## src/rtl/tetris_vga_pkg.sv

```systemverilog
// Shared VGA definitions for the tetris display path: 1280x1024@60 timing, RGB type,
// timing-total helper and the brick colour set used by the optional colour-bar pattern.
package tetris_vga_pkg;

    localparam int TIM_H_ACTIVE = 1280;
    localparam int TIM_H_FP     = 48;
    localparam int TIM_H_SYNC   = 112;
    localparam int TIM_H_BP     = 248;
    localparam int TIM_V_ACTIVE = 1024;
    localparam int TIM_V_FP     = 1;
    localparam int TIM_V_SYNC   = 3;
    localparam int TIM_V_BP     = 38;

    typedef struct packed {
        logic [7:0] r;
        logic [7:0] g;
        logic [7:0] b;
    } rgb_t;

    function automatic int calc_h_tot(input int act, input int fp, input int sync, input int bp);
        return act + fp + sync + bp;
    endfunction

    function automatic int calc_v_tot(input int act, input int fp, input int sync, input int bp);
        return act + fp + sync + bp;
    endfunction

    // Brick palette, index 0..7 left to right across the colour-bar pattern.
    function automatic rgb_t brick_color(input logic [2:0] k);
        rgb_t c;
        case (k)
            3'd0:    c = 24'h00F0F0;
            3'd1:    c = 24'h0000F0;
            3'd2:    c = 24'hF0A000;
            3'd3:    c = 24'hF0F000;
            3'd4:    c = 24'h00F000;
            3'd5:    c = 24'hA000F0;
            3'd6:    c = 24'hF00000;
            3'd7:    c = 24'h808080;
            default: c = 24'h000000;
        endcase
        return c;
    endfunction

endpackage

```

## src/rtl/vga_scanout_sig_delay.sv

```systemverilog
// Async-reset shift register delaying a small bus by DEPTH clocks; DEPTH=0 is a wire.
module sig_delay #(
    parameter int               WIDTH   = 3,
    parameter int               DEPTH   = 2,
    parameter logic [WIDTH-1:0] RST_VAL = '0
) (
    input  logic             clk,
    input  logic             rst_n,
    input  logic [WIDTH-1:0] d_i,
    output logic [WIDTH-1:0] q_o
);

    generate
        if (DEPTH == 0) begin : g_pass
            assign q_o = d_i;
        end else begin : g_shift
            logic [WIDTH-1:0] sr_q [DEPTH];

            // Shift chain; every stage resets to the bus idle value.
            always_ff @(posedge clk or negedge rst_n) begin
                if (!rst_n) begin
                    for (int i = 0; i < DEPTH; i++) begin
                        sr_q[i] <= RST_VAL;
                    end
                end else begin
                    sr_q[0] <= d_i;
                    for (int i = 1; i < DEPTH; i++) begin
                        sr_q[i] <= sr_q[i-1];
                    end
                end
            end

            assign q_o = sr_q[DEPTH-1];
        end
    endgenerate

endmodule

```

## src/rtl/vga_scanout.sv

```systemverilog
// VGA raster timing generator and pixel sink. Define VGA_TEST_PATTERN_EN to replace the
// renderer data with eight brick-coloured vertical bars (timing unchanged).
module vga_scanout
    import tetris_vga_pkg::*;
#(
    parameter int          PIX_WIDTH = 12,
    parameter int          H_ACTIVE  = TIM_H_ACTIVE,
    parameter int          H_FP      = TIM_H_FP,
    parameter int          H_SYNC    = TIM_H_SYNC,
    parameter int          H_BP      = TIM_H_BP,
    parameter int          V_ACTIVE  = TIM_V_ACTIVE,
    parameter int          V_FP      = TIM_V_FP,
    parameter int          V_SYNC    = TIM_V_SYNC,
    parameter int          V_BP      = TIM_V_BP,
    parameter bit          HS_POL    = 1'b1,
    parameter bit          VS_POL    = 1'b1,
    parameter int          DATA_LAT  = 2,
    parameter logic [23:0] BG_COLOR  = 24'h000000
) (
    input  logic                 clk,
    input  logic                 rst_n,
    output logic [PIX_WIDTH-1:0] pix_x_o,
    output logic [PIX_WIDTH-1:0] pix_y_o,
    input  logic [23:0]          vga_data_i,
    input  logic                 vga_data_en_i,
    output logic                 vblank_start_o,
    output logic [7:0]           vga_r_o,
    output logic [7:0]           vga_g_o,
    output logic [7:0]           vga_b_o,
    output logic                 vga_hs_o,
    output logic                 vga_vs_o,
    output logic                 vga_de_o
);

    localparam int H_TOT = calc_h_tot(H_ACTIVE, H_FP, H_SYNC, H_BP);
    localparam int V_TOT = calc_v_tot(V_ACTIVE, V_FP, V_SYNC, V_BP);

    generate
        if ((H_TOT - 1) >= (2 ** PIX_WIDTH) || (V_TOT - 1) >= (2 ** PIX_WIDTH)) begin : g_width_err
            $error("vga_scanout: H_TOT-1 or V_TOT-1 does not fit in PIX_WIDTH bits");
        end
        if (DATA_LAT < 0 || DATA_LAT > 7) begin : g_lat_err
            $error("vga_scanout: DATA_LAT must be in 0..7");
        end
    endgenerate

    // One extra bit so sync-end compares stay exact when a porch is zero.
    localparam int EW = PIX_WIDTH + 1;
    localparam logic [EW-1:0]        H_ACT_E = EW'(H_ACTIVE);
    localparam logic [EW-1:0]        H_SS_E  = EW'(H_ACTIVE + H_FP);
    localparam logic [EW-1:0]        H_SE_E  = EW'(H_ACTIVE + H_FP + H_SYNC);
    localparam logic [EW-1:0]        V_ACT_E = EW'(V_ACTIVE);
    localparam logic [EW-1:0]        V_SS_E  = EW'(V_ACTIVE + V_FP);
    localparam logic [EW-1:0]        V_SE_E  = EW'(V_ACTIVE + V_FP + V_SYNC);
    localparam logic [PIX_WIDTH-1:0] H_LAST  = PIX_WIDTH'(H_TOT - 1);
    localparam logic [PIX_WIDTH-1:0] V_LAST  = PIX_WIDTH'(V_TOT - 1);
    localparam logic [PIX_WIDTH-1:0] V_VBL   = PIX_WIDTH'(V_ACTIVE);

    logic [PIX_WIDTH-1:0] h_cnt_q, h_cnt_d;
    logic [PIX_WIDTH-1:0] v_cnt_q, v_cnt_d;
    logic [EW-1:0]        h_ext_s, v_ext_s;
    logic                 de0_s, hs0_s, vs0_s;
    logic                 de_dl_s, hs_dl_s, vs_dl_s;
    rgb_t                 pix_rgb_s;
    rgb_t                 rgb_d, rgb_q;
    logic                 vblank_d, vblank_q;
    logic                 de_q, hs_q, vs_q;

    // Raster counter next state: h wraps every line, v advances on the h wrap.
    always_comb begin
        h_cnt_d = h_cnt_q;
        v_cnt_d = v_cnt_q;
        if (h_cnt_q == H_LAST) begin
            h_cnt_d = {PIX_WIDTH{1'b0}};
            if (v_cnt_q == V_LAST) begin
                v_cnt_d = {PIX_WIDTH{1'b0}};
            end else begin
                v_cnt_d = v_cnt_q + PIX_WIDTH'(1);
            end
        end else begin
            h_cnt_d = h_cnt_q + PIX_WIDTH'(1);
        end
    end

    // Stage-0 enable and syncs, aligned with the coordinates handed to the renderers.
    always_comb begin
        h_ext_s = {1'b0, h_cnt_q};
        v_ext_s = {1'b0, v_cnt_q};
        de0_s   = (h_ext_s < H_ACT_E) && (v_ext_s < V_ACT_E);
        if (h_ext_s >= H_SS_E && h_ext_s < H_SE_E) begin
            hs0_s = HS_POL;
        end else begin
            hs0_s = ~HS_POL;
        end
        if (v_ext_s >= V_SS_E && v_ext_s < V_SE_E) begin
            vs0_s = VS_POL;
        end else begin
            vs0_s = ~VS_POL;
        end
    end

    sig_delay #(
        .WIDTH   (3),
        .DEPTH   (DATA_LAT),
        .RST_VAL ({1'b0, ~HS_POL, ~VS_POL})
    ) u_sync_dly (
        .clk   (clk),
        .rst_n (rst_n),
        .d_i   ({de0_s, hs0_s, vs0_s}),
        .q_o   ({de_dl_s, hs_dl_s, vs_dl_s})
    );

`ifdef VGA_TEST_PATTERN_EN
    localparam int BAR_W = (H_ACTIVE / 8 > 0) ? (H_ACTIVE / 8) : 1;

    logic [PIX_WIDTH-1:0] x_dl_s;
    logic [PIX_WIDTH-1:0] bar_s;

    // The x coordinate rides the same delay as de so bars line up with the syncs.
    sig_delay #(
        .WIDTH   (PIX_WIDTH),
        .DEPTH   (DATA_LAT),
        .RST_VAL ({PIX_WIDTH{1'b0}})
    ) u_x_dly (
        .clk   (clk),
        .rst_n (rst_n),
        .d_i   (h_cnt_q),
        .q_o   (x_dl_s)
    );

    // Colour-bar source; the last bar absorbs any remainder of H_ACTIVE.
    always_comb begin
        bar_s = x_dl_s / PIX_WIDTH'(BAR_W);
        if (bar_s > PIX_WIDTH'(7)) begin
            pix_rgb_s = brick_color(3'd7);
        end else begin
            pix_rgb_s = brick_color(bar_s[2:0]);
        end
    end
`else
    // Renderer source: its colour when it owns the pixel, background otherwise.
    always_comb begin
        if (vga_data_en_i) begin
            pix_rgb_s = vga_data_i;
        end else begin
            pix_rgb_s = BG_COLOR;
        end
    end
`endif

    // Blanking forces black whatever the renderer drives.
    always_comb begin
        if (de_dl_s) begin
            rgb_d = pix_rgb_s;
        end else begin
            rgb_d = 24'h000000;
        end
        vblank_d = (h_cnt_d == {PIX_WIDTH{1'b0}}) && (v_cnt_d == V_VBL);
    end

    // Counters, vblank strobe and pin registers.
    always_ff @(posedge clk or negedge rst_n) begin
        if (!rst_n) begin
            h_cnt_q  <= {PIX_WIDTH{1'b0}};
            v_cnt_q  <= {PIX_WIDTH{1'b0}};
            vblank_q <= 1'b0;
            rgb_q    <= 24'h000000;
            de_q     <= 1'b0;
            hs_q     <= ~HS_POL;
            vs_q     <= ~VS_POL;
        end else begin
            h_cnt_q  <= h_cnt_d;
            v_cnt_q  <= v_cnt_d;
            vblank_q <= vblank_d;
            rgb_q    <= rgb_d;
            de_q     <= de_dl_s;
            hs_q     <= hs_dl_s;
            vs_q     <= vs_dl_s;
        end
    end

    assign pix_x_o        = h_cnt_q;
    assign pix_y_o        = v_cnt_q;
    assign vblank_start_o = vblank_q;
    assign vga_r_o        = rgb_q.r;
    assign vga_g_o        = rgb_q.g;
    assign vga_b_o        = rgb_q.b;
    assign vga_de_o       = de_q;
    assign vga_hs_o       = hs_q;
    assign vga_vs_o       = vs_q;

endmodule

```

## config.mk

```make
export PLATFORM = sky130hd
export DESIGN_NAME = vga_scanout
export DESIGN_NICKNAME = d
export VERILOG_FILES = /design/src/rtl/tetris_vga_pkg.sv /design/src/rtl/vga_scanout_sig_delay.sv /design/src/rtl/vga_scanout.sv
export SDC_FILE = /design/constraint.sdc
export NUM_CORES = 1
export LEC_CHECK = 0
export CAP_MARGIN = 15
export CORE_MARGIN = 3
export CORE_UTILIZATION = 50
export CTS_BUF_LIST = sky130_fd_sc_hd__clkbuf_8
export DETAILED_ROUTE_END_ITERATION = 7
export HOLD_SLACK_MARGIN = 0.12
export PLACE_DENSITY = 0.86
export SLEW_MARGIN = 20
export SYNTH_ARGS = -nofsm -noshare
export SYNTH_HDL_FRONTEND = slang
export SYNTH_SLANG_ARGS = --single-unit
```

## constraint.sdc

```tcl
create_clock -name clk -period 5.27 [get_ports clk]
set_input_delay 0.527 -clock clk [delete_from_list [all_inputs] [get_ports clk]]
set_output_delay 0.527 -clock clk [all_outputs]
set_load 0.05 [all_outputs]
```

==> job_summary.md <==
### Flow metrics

| Metric | Value |
|---|---|
| Status | finished, final reports clean |
| Worst endpoint data arrival time | 3.14 ns |
| Core area | 4560 µm² |
| Slowest Stage Delay on Critical Path | 0.58 ns |
| Placed Cells | 352 |
| Final Hold Viols | 0 |
| P_int | 777 µW |
| Adder share | 3.04% |
| Gate power share | 9.0% |
| Row count | 24 |
| Worst setup path endpoint | vblank_start_o |
| # IOs | 79 |
| Die Ht | 76.3 µm |
| Root buffer cell | clkbuf_8 |
| Endpoint class of the critical path | flip-flop |
| Worst-skew pair later-pin latency | 0.33 ns |
| P_sw | 220 µW |
| Final-stage net count | 331 |
| Seq pwr share | 45.8% |
| Comb area | 928 µm² |
| Critical Path Start | pix_x_o[3] |
| Vias/cell | 5.52 |
| Synth logic family | simple AND/OR/NAND/NOR gates |
| PwrDens | 284 nW/µm² |
| Post-synthesis cell count | 217 |
| Seq cells post-synth | 58 |
| Final cell count without fillers | 367 |
| First-pass GRT wire length | 9760 µm |
| First-pass DRT Iterations | 5 |
| CP Launch Type | flip-flop |
| Synth Area per Inst | 11.4 µm² |
| Syn nets | 250 |
| Sequential-to-total area share from yosys stat | 58.8% |
| Placed cell areas | 3290 µm² |
| Max Clk Rate | 345 MHz |
| Routability cong. | 0.921 |
| GRT overflow | 0 |
| Mux area share | 0.456% |
| Relative slew slack | 53.3% |
| Peak supply drop | 0.178 mV |
| Crit-path cells | or4b_4, or3_1, o31a_2, nor4_1, nand4b_1, nor4b_2 |
| FF-to-FF End | vblank_start_o |
| FP Core Util | 54.1% |
| Xor/xnor share | 4.61% |
| CP max stage cell | or4b_4 |
| I/O Buffers | 78 |
| Highest-count logic cell in the final layout | clkdlybuf4s50_1 |
| Cts repair resizes | 0 |
| Buf/Inv on CP | 0 |
| Detailed Place HPWL | 4190 µm |
-- per-layer routing --
| metal | track usage [%] | share of wire (%) | vias to the layer above | routed length, µm |
|---|---|---|---|---|
| li1 | - | - | 930 | - |
| met1 | 29.1 | 43 | 966 | 2650 |
| met2 | 32.8 | 46 | 117 | 2820 |
| met3 | 7.09 | 9.4 | 13 | 582 |
| met4 | 8.15 | 1.8 | 0 | 109 |
| met5 | 0 | 0 | - | 0 |
-- layout make-up --
type / instances / share of cell area, %
flip-flops and latches: 58 / 41.4
clock inverters: 4 / 1.93
multi-input cells: 139 / 26.5
well taps: 65 / 2.32
inverters: 10 / 1.07
repair buffers: 80 / 22.5
clock buffers: 11 / 4.32
-- power by group through the flow --
stage	sequential (mW)	combinational (mW)	clock (mW)
final	0.457	0.0894	0.451
after global routing	0.458	0.0937	0.475
after CTS	0.457	0.0903	0.456
after detailed placement	0.465	0.0900	0
after global placement	0.465	0.0888	0
after floorplan	0.500	0.00737	0
-- Yosys cell counts (all sizes together) --
cell type	n	area share, %
a211o	1	0.41
a211oi	1	0.30
a21oi	2	0.41
a41oi	1	0.35
and2	1	0.30
and3	25	6.3
and4	2	0.71
buf	4	1.2
clkbuf	6	0.91
dfrtp	58	59
ha	6	3.0
inv	10	1.5
mux2	1	0.46
nand2	9	1.4
nand2b	3	0.76
nand3	11	2.2
nand4	4	1.0
nand4b	1	0.35
nor2	11	1.7
nor2b	2	0.51
nor3	6	1.4
nor4	9	2.3
nor4b	3	1.3
o21ai	8	1.6
o221ai	1	0.35
o22ai	2	0.51
o31a	3	1.2
o31ai	2	0.61
or2	4	1.0
or3	1	0.25
or3b	1	0.35
or4	3	0.91
or4b	2	0.96
xnor2	7	2.5
xor2	6	2.1
Clock wires, drivers and flops:
The bar under the picture is 20 µm long.
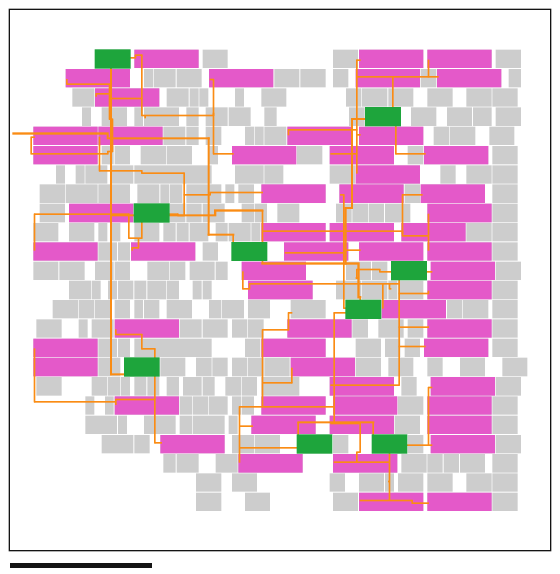
[clock-net drivers] green | count: 9
[flip-flops] magenta | count: 58
[clock wires] orange | length: 715 µm
flops lie: all over the die

Congestion heat map:
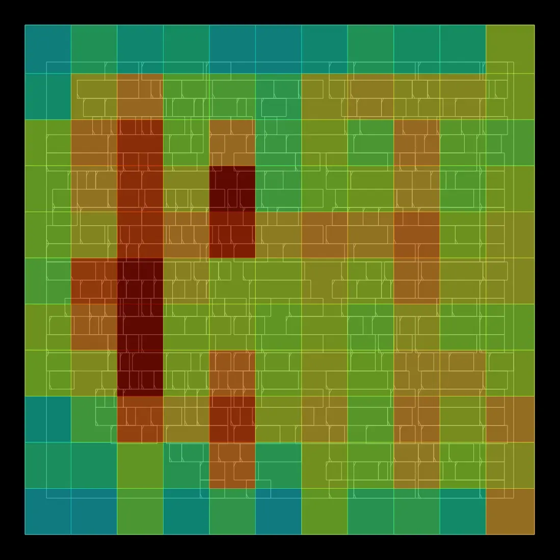
met3 Use GR: 7.09%
busiest grt layer: met2
met1 usage: 29.1%
drt wl/cell: 16.8 µm
Tot GR Track Use: 21.7%

I/O pins on the die edge:
Pins as bars across the die edge, other pins in gray.
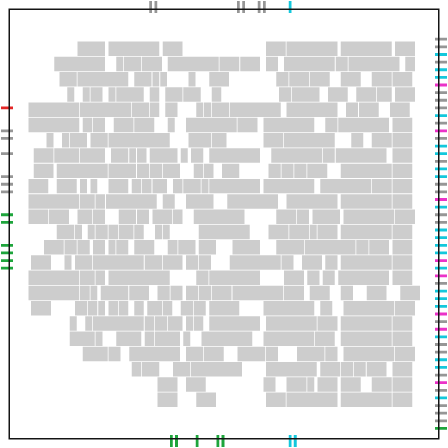
[clk] red | pins: 1 | direction: input | edge: left
[pix_y_o] green | pins: 12 | direction: output | edge: 6 left, 5 bottom, 1 right
[vga_data_i] cyan | pins: 24 | direction: input | edge: 21 right, 2 bottom, 1 top
[vga_g_o] magenta | pins: 8 | direction: output | edge: right
all pins by edge: 52 right, 13 left, 7 top, 7 bottom

No activity file was given, so power comes from the tool's default toggle rates.
